**src/rtl/button_press_classifier.sv**
```systemverilog
// button_press_classifier
// Classifies each debounced button press as short or long and, while a long
// press is held, emits periodic auto-repeat pulses. Inputs are one-cycle
// press/release pulses from the upstream debouncer; all outputs are registered.

module button_press_classifier #(
  parameter int LONG_CYCLES   = 100000000,  // hold time for a long press (1 s at 100 MHz)
  parameter int REPEAT_PERIOD = 20000000,   // auto-repeat spacing once long (200 ms)
  parameter int CNT_W         = 27          // holds max(LONG_CYCLES, REPEAT_PERIOD)-1
) (
  input  logic clk,
  input  logic resetN,
  input  logic pressPulse,
  input  logic releasePulse,
  input  logic repeatEnable,
  output logic shortPress,
  output logic longPress,
  output logic repeatPulse,
  output logic held
);

  typedef enum logic [1:0] {
    ST_IDLE    = 2'd0,
    ST_PRESSED = 2'd1,
    ST_REPEAT  = 2'd2
  } state_t;

  // Terminal counts: the counter runs 0..N-1, so the event fires on the Nth
  // edge after entering the state.
  localparam logic [CNT_W-1:0] LONG_LAST   = CNT_W'(LONG_CYCLES - 1);
  localparam logic [CNT_W-1:0] REPEAT_LAST = CNT_W'(REPEAT_PERIOD - 1);

  state_t           r_state;
  logic [CNT_W-1:0] r_count;
  logic             r_short;
  logic             r_long;
  logic             r_repeat;
  logic             r_held;

  state_t           w_next_state;
  logic [CNT_W-1:0] w_next_count;
  logic             w_next_short;
  logic             w_next_long;
  logic             w_next_repeat;
  logic             w_next_held;

  logic             w_at_long;
  logic             w_at_repeat;

  assign w_at_long   = (r_count == LONG_LAST);
  assign w_at_repeat = (r_count == REPEAT_LAST);

  // State, counter and output registers; reset discards any press in progress.
  // NOTE: sequential state uses non-blocking (<=) so every register samples
  // the pre-edge values, independent of statement order.
  always_ff @(posedge clk or negedge resetN) begin
    if (!resetN) begin
      r_state  <= ST_IDLE;
      r_count  <= '0;
      r_short  <= 1'b0;
      r_long   <= 1'b0;
      r_repeat <= 1'b0;
      r_held   <= 1'b0;
    end else begin
      r_state  <= w_next_state;
      r_count  <= w_next_count;
      r_short  <= w_next_short;
      r_long   <= w_next_long;
      r_repeat <= w_next_repeat;
      r_held   <= w_next_held;
    end
  end

  // Next-state and counter: release beats the threshold, press is only
  // meaningful in IDLE (and beats a simultaneous release there).
  // NOTE: every signal gets a default at the top of the block so no path
  // leaves it unassigned, which would otherwise infer a latch.
  always_comb begin
    w_next_state = r_state;
    w_next_count = r_count;
    unique case (r_state)
      ST_IDLE: begin
        w_next_count = '0;
        if (pressPulse) begin
          w_next_state = ST_PRESSED;
        end
      end
      ST_PRESSED: begin
        if (releasePulse) begin
          w_next_state = ST_IDLE;
          w_next_count = '0;
        end else if (w_at_long) begin
          w_next_state = ST_REPEAT;
          w_next_count = '0;
        end else begin
          w_next_count = r_count + CNT_W'(1);
        end
      end
      ST_REPEAT: begin
        if (releasePulse) begin
          w_next_state = ST_IDLE;
          w_next_count = '0;
        end else if (w_at_repeat) begin
          w_next_count = '0;
        end else begin
          w_next_count = r_count + CNT_W'(1);
        end
      end
      default: begin
        w_next_state = ST_IDLE;
        w_next_count = '0;
      end
    endcase
  end

  // Output decode: pulses are computed from the same conditions as the
  // transitions and registered alongside the state; held follows next state.
  always_comb begin
    w_next_short  = 1'b0;
    w_next_long   = 1'b0;
    w_next_repeat = 1'b0;
    w_next_held   = (w_next_state != ST_IDLE);
    unique case (r_state)
      ST_PRESSED: begin
        if (releasePulse) begin
          w_next_short = 1'b1;
        end else if (w_at_long) begin
          w_next_long = 1'b1;
        end
      end
      ST_REPEAT: begin
        // repeatEnable is sampled only here; the phase runs regardless.
        if (!releasePulse && w_at_repeat) begin
          w_next_repeat = repeatEnable;
        end
      end
      default: begin
      end
    endcase
  end

  assign shortPress  = r_short;
  assign longPress   = r_long;
  assign repeatPulse = r_repeat;
  assign held        = r_held;

endmodule
```
**config.mk**
```make
export PLATFORM = sky130hd
export DESIGN_NAME = button_press_classifier
export DESIGN_NICKNAME = d
export VERILOG_FILES = /design/src/rtl/button_press_classifier.sv
export SDC_FILE = /design/constraint.sdc
export NUM_CORES = 1
export LEC_CHECK = 0
export CORE_MARGIN = 2
export CORE_UTILIZATION = 58
export DETAILED_ROUTE_END_ITERATION = 6
export PLACE_DENSITY = 0.88
export SLEW_MARGIN = 15
export SYNTH_ARGS = -nofsm -noshare
export SYNTH_HDL_FRONTEND = slang
export SYNTH_SLANG_ARGS = --single-unit
```
**constraint.sdc**
```tcl
create_clock -name clk -period 2.4 [get_ports clk]
set_clock_uncertainty 0.15 [all_clocks]
set_input_delay 0.48 -clock clk [delete_from_list [all_inputs] [get_ports clk]]
set_output_delay 0.48 -clock clk [all_outputs]
set_load 0.01 [all_outputs]
```
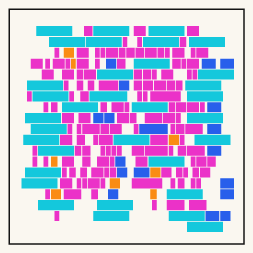
Run 1: placed cells, one color a class
Scale: 4 px per um.
cyan -> flip-flops  # cells 33
magenta -> all other logic  # cells 136
orange -> clock drivers and dummy loads  # cells 8
blue -> other buffers and delay cells  # cells 18
core region area: 2780 um^2
Design Area, Final: 1970 um^2
sequential fraction of total cell area: 41.9%
site row count: 19

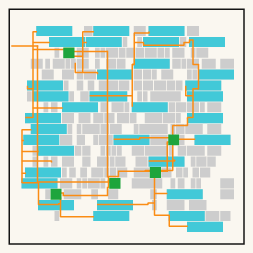
Run 1: clock network drawn from the DEF
Scale: 4 px per um.
green -> cells driving clock nets  # count 5
orange -> clock wires  # length 444 um
cyan -> flip-flops  # count 33
flops lie = spread over the die
routed clock nets = 6
Clk pwr share: 26.4%
power in the clock group: 303 uW
clock latency on the worst-skew pair: 0.35 ns

==> ds_physical_params.txt, run 1 <==
Table: implementation figures

Parameter                              Value

Pwr
  Sequential Power Share .................. 53.0%
  Switching power summed over all nets .................. 346 uW
  Power density cells .................. 580 nW/um^2
  Comb power frac .................. 20.6%

Synth
  Most common cell in the netlist .................. nor2_1
  Top cell area share .................. 48.3%
  Register share after synthesis .................. 48.3%
  Simple-Gate Area Share .................. 28.4%
  Top cells by area, synth .................. dfrtp_1, xor2_1, nor2_1
  Post-Synthesis Cell Area .................. 1710 um^2
  Async S/R FF share, synth .................. 100%
  Number of cell instances after yosys synthesis .................. 172
  Largest family of logic cells by area .................. simple AND/OR/NAND/NOR gates
  Compound-Gate Fraction of Synth Area .................. 3.58%

Setup path
  Maximum fanout along the worst path .................. 19
  FF-to-FF path depth .................. 6
  Worst r2r src .................. r_count[8]
  Family of cells with the greatest summed delay on the critical path .................. simple AND/OR/NAND/NOR gates
  Origin of the worst setup path .................. r_count[8]

Finish
  Register ranked first by flip-flop count .................. r_count
  Comb area .................. 855 um^2
  N_diodes .................. 0

Final timing
  Final total negative setup slack .................. 0 ns
  Slew at the pin with the worst max-slew slack .................. 0.630 ns
  Worst max-slew margin expressed relative to the limit .................. 57.6%
  Max Freq .................. 0.431 GHz
  Crit path time final .................. 2.32 ns
  PnR worst setup slack .................. 0.0806 ns

Placed design
  Routability congestion estimate .................. 0.871
  Detailed placer's ending HPWL .................. 2600 um

Route
  Routed metal-1 wire length .................. 1550 um
  Length of the first detailed-routing pass in iterations .................. 4
  Wire length on met2 .................. 1980 um

GRT
  Residual overflow from global routing .................. 0
  First-pass GRT wire length .................. 6430 um
  Global routing usage on met2 .................. 42.4%
  Largest net degree at the start of global routing .................. 34
  Number of global-route vias before repair .................. 1384
  GR met1 Demand/Resource .................. 30.6%

Floorplan
  Tapcells .................. 31
  Die area .................. 3400 um^2

Clock network
  Post-cts gate resize count .................. 0
  Hold buffers post-CTS .................. 0
  Count of clock tree sinks .................. 33
  Clock Pin Slew Worst Setup and Hold Paths .................. 0.11 ns
  Buffers inserted during post-CTS setup optimization .................. 0

Run status
  Result of the run .................. complete, no violations
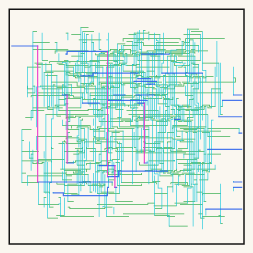
Run 1: routed metal, one color a layer
Scale: 4 px per um.
green -> met1  # wire length 1550 um
magenta -> met4  # wire length 103 um
cyan -> met2  # wire length 1980 um
blue -> met3  # wire length 178 um
per-cell routed wire length: 16.9 um
total track usage: 25.8%
routed wire length: 3810 um
Vias: 1370

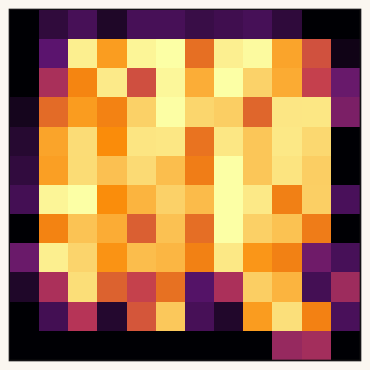
Run 1: cell area per tile
Scale: 6 px per um. The die is cut into 12 by 12 equal tiles; black is low, pale yellow is high, 0 to 100% covered.
mean over tiles = 57%
fullest tile = 100%
nearly empty tiles = 14%
densest ninth of the die = center
emptiest ninth of the die = lower left
Core Util at FP: 61.5%
Finished Core Util: 70.9%

==> inputs of run 2 (changes only) <==
--- a/config.mk
+++ b/config.mk
@@ -6,9 +6,9 @@
 export NUM_CORES = 1
 export LEC_CHECK = 0
 export CORE_MARGIN = 2
-export CORE_UTILIZATION = 58
+export CORE_UTILIZATION = 53
 export DETAILED_ROUTE_END_ITERATION = 6
-export PLACE_DENSITY = 0.88
+export PLACE_DENSITY = 0.86
 export SLEW_MARGIN = 15
 export SYNTH_ARGS = -nofsm -noshare
 export SYNTH_HDL_FRONTEND = slang
==> constraint.sdc (replaced) <==
create_clock -name clk -period 2.07 [get_ports clk]
set_clock_uncertainty 0.15 [all_clocks]
set_input_delay 0.414 -clock clk [delete_from_list [all_inputs] [get_ports clk]]
set_output_delay 0.414 -clock clk [all_outputs]
set_load 0.01 [all_outputs]
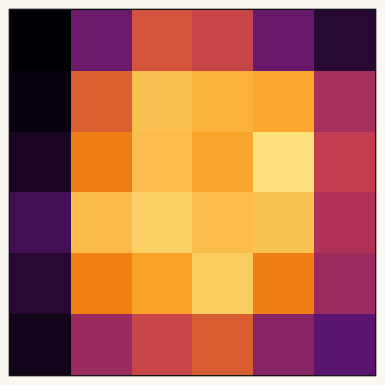
Run 2: cell area per tile
Scale: 6 px per um. The die is cut into 6 by 6 equal tiles; black is low, pale yellow is high, 0 to 100% covered.
emptiest ninth of the die = upper left
fullest tile = 93%
densest ninth of the die = center
mean over tiles = 54%
nearly empty tiles = 2.8%
Core Util at FP: 56.0%
core region area: 3050 um^2

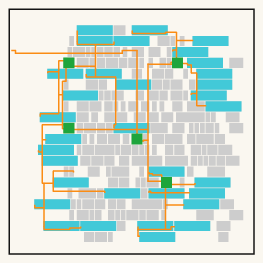
Run 2: clock network drawn from the DEF
Scale: 4 px per um.
orange -> clock wires  # length 384 um
green -> cells driving clock nets  # count 5
cyan -> flip-flops  # count 33
routed clock nets = 6
flops lie = spread over the die
Clk pwr share: 26.0%
power in the clock group: 334 uW
clock latency on the worst-skew pair: 0.33 ns

==> run 2 against run 1 <==
Effect of this change:
- largest power group unchanged
- the flow now finishes with violations (negative setup slack)
- worst hold slack got worse by 0.048 ns
- combinational power increased by 8%
- setup slack got worse by 0.086 ns
- sequential power increased by 15%
- critical endpoint is now r_count[7]
- routed wire length decreased by 13%
- clock power increased by about 10%
- cell area increased by 3.2%
- global-route usage decreased by 5.3 points
- fmax increased by 12%
- highest routed layer unchanged
- critical path depth unchanged
- sequential share of layout area decreased by 1.4 points
==> ds_physical_params.txt, run 2 <==
Table: implementation figures

Parameter                              Value

Final timing
  Setup repair after global routing missed its margin .................. yes
  Max Freq .................. 0.482 GHz (was 0.431 GHz)
  Final total negative setup slack .................. -0.00543 ns (was 0 ns)
  Worst max-slew margin expressed relative to the limit .................. 70.6% (was 57.6%)
  Setup Viol. Count Final .................. 2 (was 0)
  Slew at the pin with the worst max-slew slack .................. 0.437 ns (was 0.630 ns)
  PnR worst setup slack .................. -0.00518 ns (was 0.0806 ns)
  Crit path time final .................. 2.08 ns (was 2.32 ns)
  Fin. Hold Viols .................. 0 (unchanged)

Synth
  Top cells by area, synth .................. dfrtp_1, xor2_1, nor2_1 (unchanged)
  Post-Synthesis Cell Area .................. 1710 um^2 (unchanged)
  Most common cell in the netlist .................. nor2_1 (unchanged)
  Largest family of logic cells by area .................. simple AND/OR/NAND/NOR gates (unchanged)
  Warnings from Yosys .................. 0 (unchanged)
  Compound-Gate Fraction of Synth Area .................. 3.58% (unchanged)
  Register share after synthesis .................. 48.3% (unchanged)
  Top cell area share .................. 48.3% (unchanged)
  Async S/R FF share, synth .................. 100% (unchanged)
  Number of cell instances after yosys synthesis .................. 172 (unchanged)
  Synth area leader .................. dfrtp_1 (unchanged)
  Register bit total from synthesis .................. 33 (unchanged)
  Simple-Gate Area Share .................. 28.4% (unchanged)

Finish
  Plain + repair buffers .................. 26 (was 18)
  Design Area, Final .................. 2040 um^2 (was 1970 um^2)
  Finished Core Util .................. 66.7% (was 70.9%)
  Register ranked first by flip-flop count .................. r_count (unchanged)
  Total number of nets in the final design .................. 212 (was 204)
  Comb area .................. 850 um^2 (was 855 um^2)
  Multi-In Gates .................. 128 (unchanged)
  Sequential fraction of total cell area .................. 40.5% (was 41.9%)
  N_diodes .................. 0 (unchanged)

GRT
  Largest net degree at the start of global routing .................. 34 (unchanged)
  GR met1 Demand/Resource .................. 23.8% (was 30.6%)
  Residual overflow from global routing .................. 0 (unchanged)
  Total track usage .................. 20.6% (was 25.8%)
  Top Usage Layer GRT .................. met2 (unchanged)
  Global routing usage on met2 .................. 36.3% (was 42.4%)
  First-pass GRT wire length .................. 5580 um (was 6430 um)
  Number of global-route vias before repair .................. 1328 (was 1384)
  Initial antenna violation count .................. 0 (unchanged)

Route
  Per-cell routed wire length .................. 13.4 um (was 16.9 um)
  Length of the first detailed-routing pass in iterations .................. 4 (unchanged)
  Top layer reached by signal wires .................. met4 (unchanged)
  Routed metal-1 wire length .................. 1520 um (was 1550 um)
  Routed wire length .................. 3320 um (was 3810 um)
  Vias .................. 1337 (was 1370)
  Wire length on met2 .................. 1650 um (was 1980 um)

Setup path
  Worst r2r src .................. r_count[8] (unchanged)
  Origin of the worst setup path .................. r_count[8] (unchanged)
  Maximum fanout along the worst path .................. 27 (was 19)
  FF-to-FF path depth .................. 6 (unchanged)
  Worst Path Arrival .................. 2.14 ns (was 2.39 ns)
  Family of cells with the greatest summed delay on the critical path .................. simple AND/OR/NAND/NOR gates (unchanged)

Pwr
  Switching power summed over all nets .................. 360 uW (was 346 uW)
  Comb power frac .................. 19.8% (was 20.6%)
  Power density cells .................. 631 nW/um^2 (was 580 nW/um^2)
  Sequential Power Share .................. 54.2% (was 53.0%)
  Power in sequential cells .................. 696 uW (was 606 uW)

Flow run
  Maximum capacitance violations .................. 0 (unchanged)

Floorplan
  Die area .................. 3700 um^2 (was 3400 um^2)
  Site row count .................. 20 (was 19)
  Die extent in y .................. 60.8 um (was 58.3 um)
  Tapcells .................. 44 (was 31)

Placed design
  Detailed placer's ending HPWL .................. 2360 um (was 2600 um)
  Routability congestion estimate .................. 0.842 (was 0.871)

Clock network
  Clock Pin Slew Worst Setup and Hold Paths .................. 0.10 ns (was 0.11 ns)
  Count of clock tree sinks .................. 33 (unchanged)
  Buffers inserted during post-CTS setup optimization .................. 0 (unchanged)

Run status
  Result of the run .................. finished, violations left (was complete, no violations)
  Violated checks .................. negative setup slack
Run 2, routed metal, one color a layer:
Scale: 4 px per um.
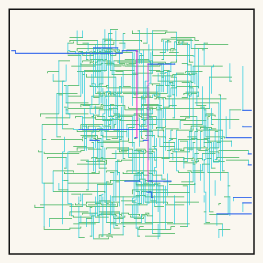

==> inputs of run 3 (changes only) <==
--- a/config.mk
+++ b/config.mk
@@ -9,6 +9,7 @@
 export CORE_UTILIZATION = 53
 export DETAILED_ROUTE_END_ITERATION = 6
 export PLACE_DENSITY = 0.86
+export SETUP_SLACK_MARGIN = 0.2
 export SLEW_MARGIN = 15
 export SYNTH_ARGS = -nofsm -noshare
 export SYNTH_HDL_FRONTEND = slang
==> constraint.sdc (replaced) <==
create_clock -name clk -period 1.85 [get_ports clk]
set_clock_uncertainty 0.15 [all_clocks]
set_input_delay 0.37 -clock clk [delete_from_list [all_inputs] [get_ports clk]]
set_output_delay 0.37 -clock clk [all_outputs]
set_load 0.01 [all_outputs]
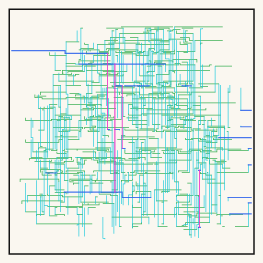
Run 3: routed metal, one color a layer
Scale: 4 px per um.
green -> met1  # wire length 1550 um
cyan -> met2  # wire length 1980 um
blue -> met3  # wire length 111 um
magenta -> met4  # wire length 80.9 um
total track usage: 22.8%
Vias: 1393
routed wire length: 3730 um
per-cell routed wire length: 14.2 um

==> run 3 against run 2 <==
Effect of this change:
- the flow still finishes with violations (negative setup slack)
- largest cell class unchanged
- register-to-register slack lost 0.21 ns
- count of clock-buffer cells in the layout shrank 2
- largest power group unchanged
- first-iteration DRC count grew 49%
- highest routed layer unchanged
- critical path depth is the same
- fmax grew 0.55%
- worst hold slack lost 0.049 ns
- die area is the same
- utilization grew 4.3 points
- critical endpoint is now r_count[9]
- setup slack lost 0.21 ns
- sequential power grew 12%
==> ds_physical_params.txt, run 3 <==
Table: implementation figures

Parameter                              Value

Pwr
  Sequential Power Share .................. 53.3% (was 54.2%)
  Switching power summed over all nets .................. 439 uW (was 360 uW)
  Comb power frac .................. 20.2% (was 19.8%)
  Pint .................. 1020 uW (was 925 uW)
  Power density cells .................. 673 nW/um^2 (was 631 nW/um^2)
  Power in sequential cells .................. 778 uW (was 696 uW)

Setup path
  Cell depth of the worst setup path .................. 6 (unchanged)
  CP Buf/Inv Count .................. 1 (unchanged)
  Startpoint class of the critical path .................. flop (unchanged)
  Worst r2r src .................. r_count[8] (unchanged)
  Family of cells with the greatest summed delay on the critical path .................. simple AND/OR/NAND/NOR gates (unchanged)
  Worst Path Arrival .................. 2.14 ns (about the same)
  Maximum fanout along the worst path .................. 27 (unchanged)
  FF-to-FF path depth .................. 6 (unchanged)
  CP required .................. 1.92 ns (was 2.13 ns)
  Slowest stage cell on the critical path .................. or4b_4 (unchanged)
  Origin of the worst setup path .................. r_count[8] (unchanged)

Synth
  Commonest cells in the synthesized netlist .................. nor2_1, dfrtp_1, xor2_1, nand3_1, nand2_1 (unchanged)
  Async S/R FF share, synth .................. 100% (unchanged)
  Warnings from Yosys .................. 0 (unchanged)
  Post-Synthesis Cell Area .................. 1710 um^2 (unchanged)
  Register bit total from synthesis .................. 33 (unchanged)
  Synth area leader .................. dfrtp_1 (unchanged)
  Yosys stat area .................. 1710 um^2 (unchanged)
  Most common cell in the netlist .................. nor2_1 (unchanged)
  Top cell area share .................. 48.3% (unchanged)
  Number of cell instances after yosys synthesis .................. 172 (unchanged)
  Top cells by area, synth .................. dfrtp_1, xor2_1, nor2_1 (unchanged)
  Xor/xnor share of the synthesized area .................. 12.8% (unchanged)
  Compound-Gate Fraction of Synth Area .................. 3.58% (unchanged)
  Largest family of logic cells by area .................. simple AND/OR/NAND/NOR gates (unchanged)
  Register share after synthesis .................. 48.3% (unchanged)
  Simple-Gate Area Share .................. 28.4% (unchanged)

Final timing
  Crit path time final .................. 2.06 ns (was 2.08 ns)
  Setup repair after global routing missed its margin .................. yes (unchanged)
  Final total negative setup slack .................. -5.72 ns (was -0.00543 ns)
  Slew at the pin with the worst max-slew slack .................. 0.416 ns (was 0.437 ns)
  PnR worst setup slack .................. -0.214 ns (was -0.00518 ns)
  Worst max-slew margin expressed relative to the limit .................. 72.3% (was 70.6%)
  Setup Viol. Count Final .................. 29 (was 2)
  Fin. Hold Viols .................. 0 (unchanged)
  Max Freq .................. 0.485 GHz (was 0.482 GHz)

Floorplan
  Site row count .................. 20 (unchanged)
  Die extent in y .................. 60.8 um (unchanged)
  Die area .................. 3700 um^2 (unchanged)
  Core region area .................. 3050 um^2 (unchanged)
  Core Util at FP .................. 56.0% (unchanged)
  Tapcells .................. 44 (unchanged)

Placed design
  Port Buffers .................. 8 (unchanged)
  Detailed placer's ending HPWL .................. 2590 um (was 2360 um)
  Routability congestion estimate .................. 0.815 (was 0.842)
  Post-placement cell area .................. 2050 um^2 (was 1960 um^2)

GRT
  Global routing usage on met2 .................. 40.7% (was 36.3%)
  Top Usage Layer GRT .................. met2 (unchanged)
  Initial antenna violation count .................. 0 (unchanged)
  Number of global-route vias before repair .................. 1388 (was 1328)
  GR met1 Demand/Resource .................. 25.8% (was 23.8%)
  Residual overflow from global routing .................. 0 (unchanged)
  First-pass GRT wire length .................. 6070 um (was 5580 um)

Clock network
  Root buffer selected by CTS .................. clkbuf_4 (unchanged)
  Hold buffers post-CTS .................. 0 (unchanged)
  Post-cts gate resize count .................. 14 (was 1)
  Clock Pin Slew Worst Setup and Hold Paths .................. 0.11 ns (was 0.10 ns)
  Buffers inserted during post-CTS setup optimization .................. 4 (was 0)
  Count of clock tree sinks .................. 33 (unchanged)
  CTS tree .................. yes (unchanged)

Finish
  Finished Core Util .................. 71.1% (was 66.7%)
  Multi-In Gates .................. 128 (unchanged)
  Register area .................. 826 um^2 (unchanged)
  Fraction of final layout cells sized beyond drive strength 1 .................. 23.7% (was 14.8%)
  Number of flip-flops and latches .................. 33 (unchanged)
  Design Area, Final .................. 2170 um^2 (was 2040 um^2)
  Total number of nets in the final design .................. 228 (was 212)
  Comb area .................. 857 um^2 (was 850 um^2)
  Area growth from synthesis to final layout .................. 26.8% (was 19.1%)
  N_diodes .................. 0 (unchanged)
  Register ranked first by flip-flop count .................. r_count (unchanged)
  Sequential fraction of total cell area .................. 38.1% (was 40.5%)
  Plain + repair buffers .................. 42 (was 26)

Route
  Wire length on met2 .................. 1980 um (was 1650 um)
  Routed metal-1 wire length .................. 1550 um (was 1520 um)
  Length of the first detailed-routing pass in iterations .................. 4 (unchanged)
  Top layer reached by signal wires .................. met4 (unchanged)
  Detailed route wirelength on metal3 .................. 110 um (was 105 um)

Run status
  Violated checks .................. negative setup slack (unchanged)
  Result of the run .................. finished, violations left (unchanged)

Hold path
  Min-Delay Path Class .................. in2async (unchanged)

Flow run
  Maximum capacitance violations .................. 0 (unchanged)
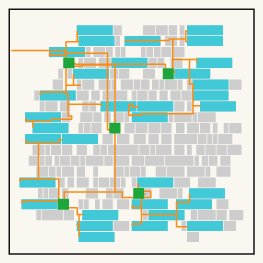
Run 3: clock network drawn from the DEF
Scale: 4 px per um.
green -> cells driving clock nets  # count 5
cyan -> flip-flops  # count 33
orange -> clock wires  # length 389 um
flops lie = spread over the die
Clk pwr share: 26.5%
clock latency on the worst-skew pair: 0.34 ns
power in the clock group: 387 uW

No activity file was given, so power comes from the tool's default toggle rates.
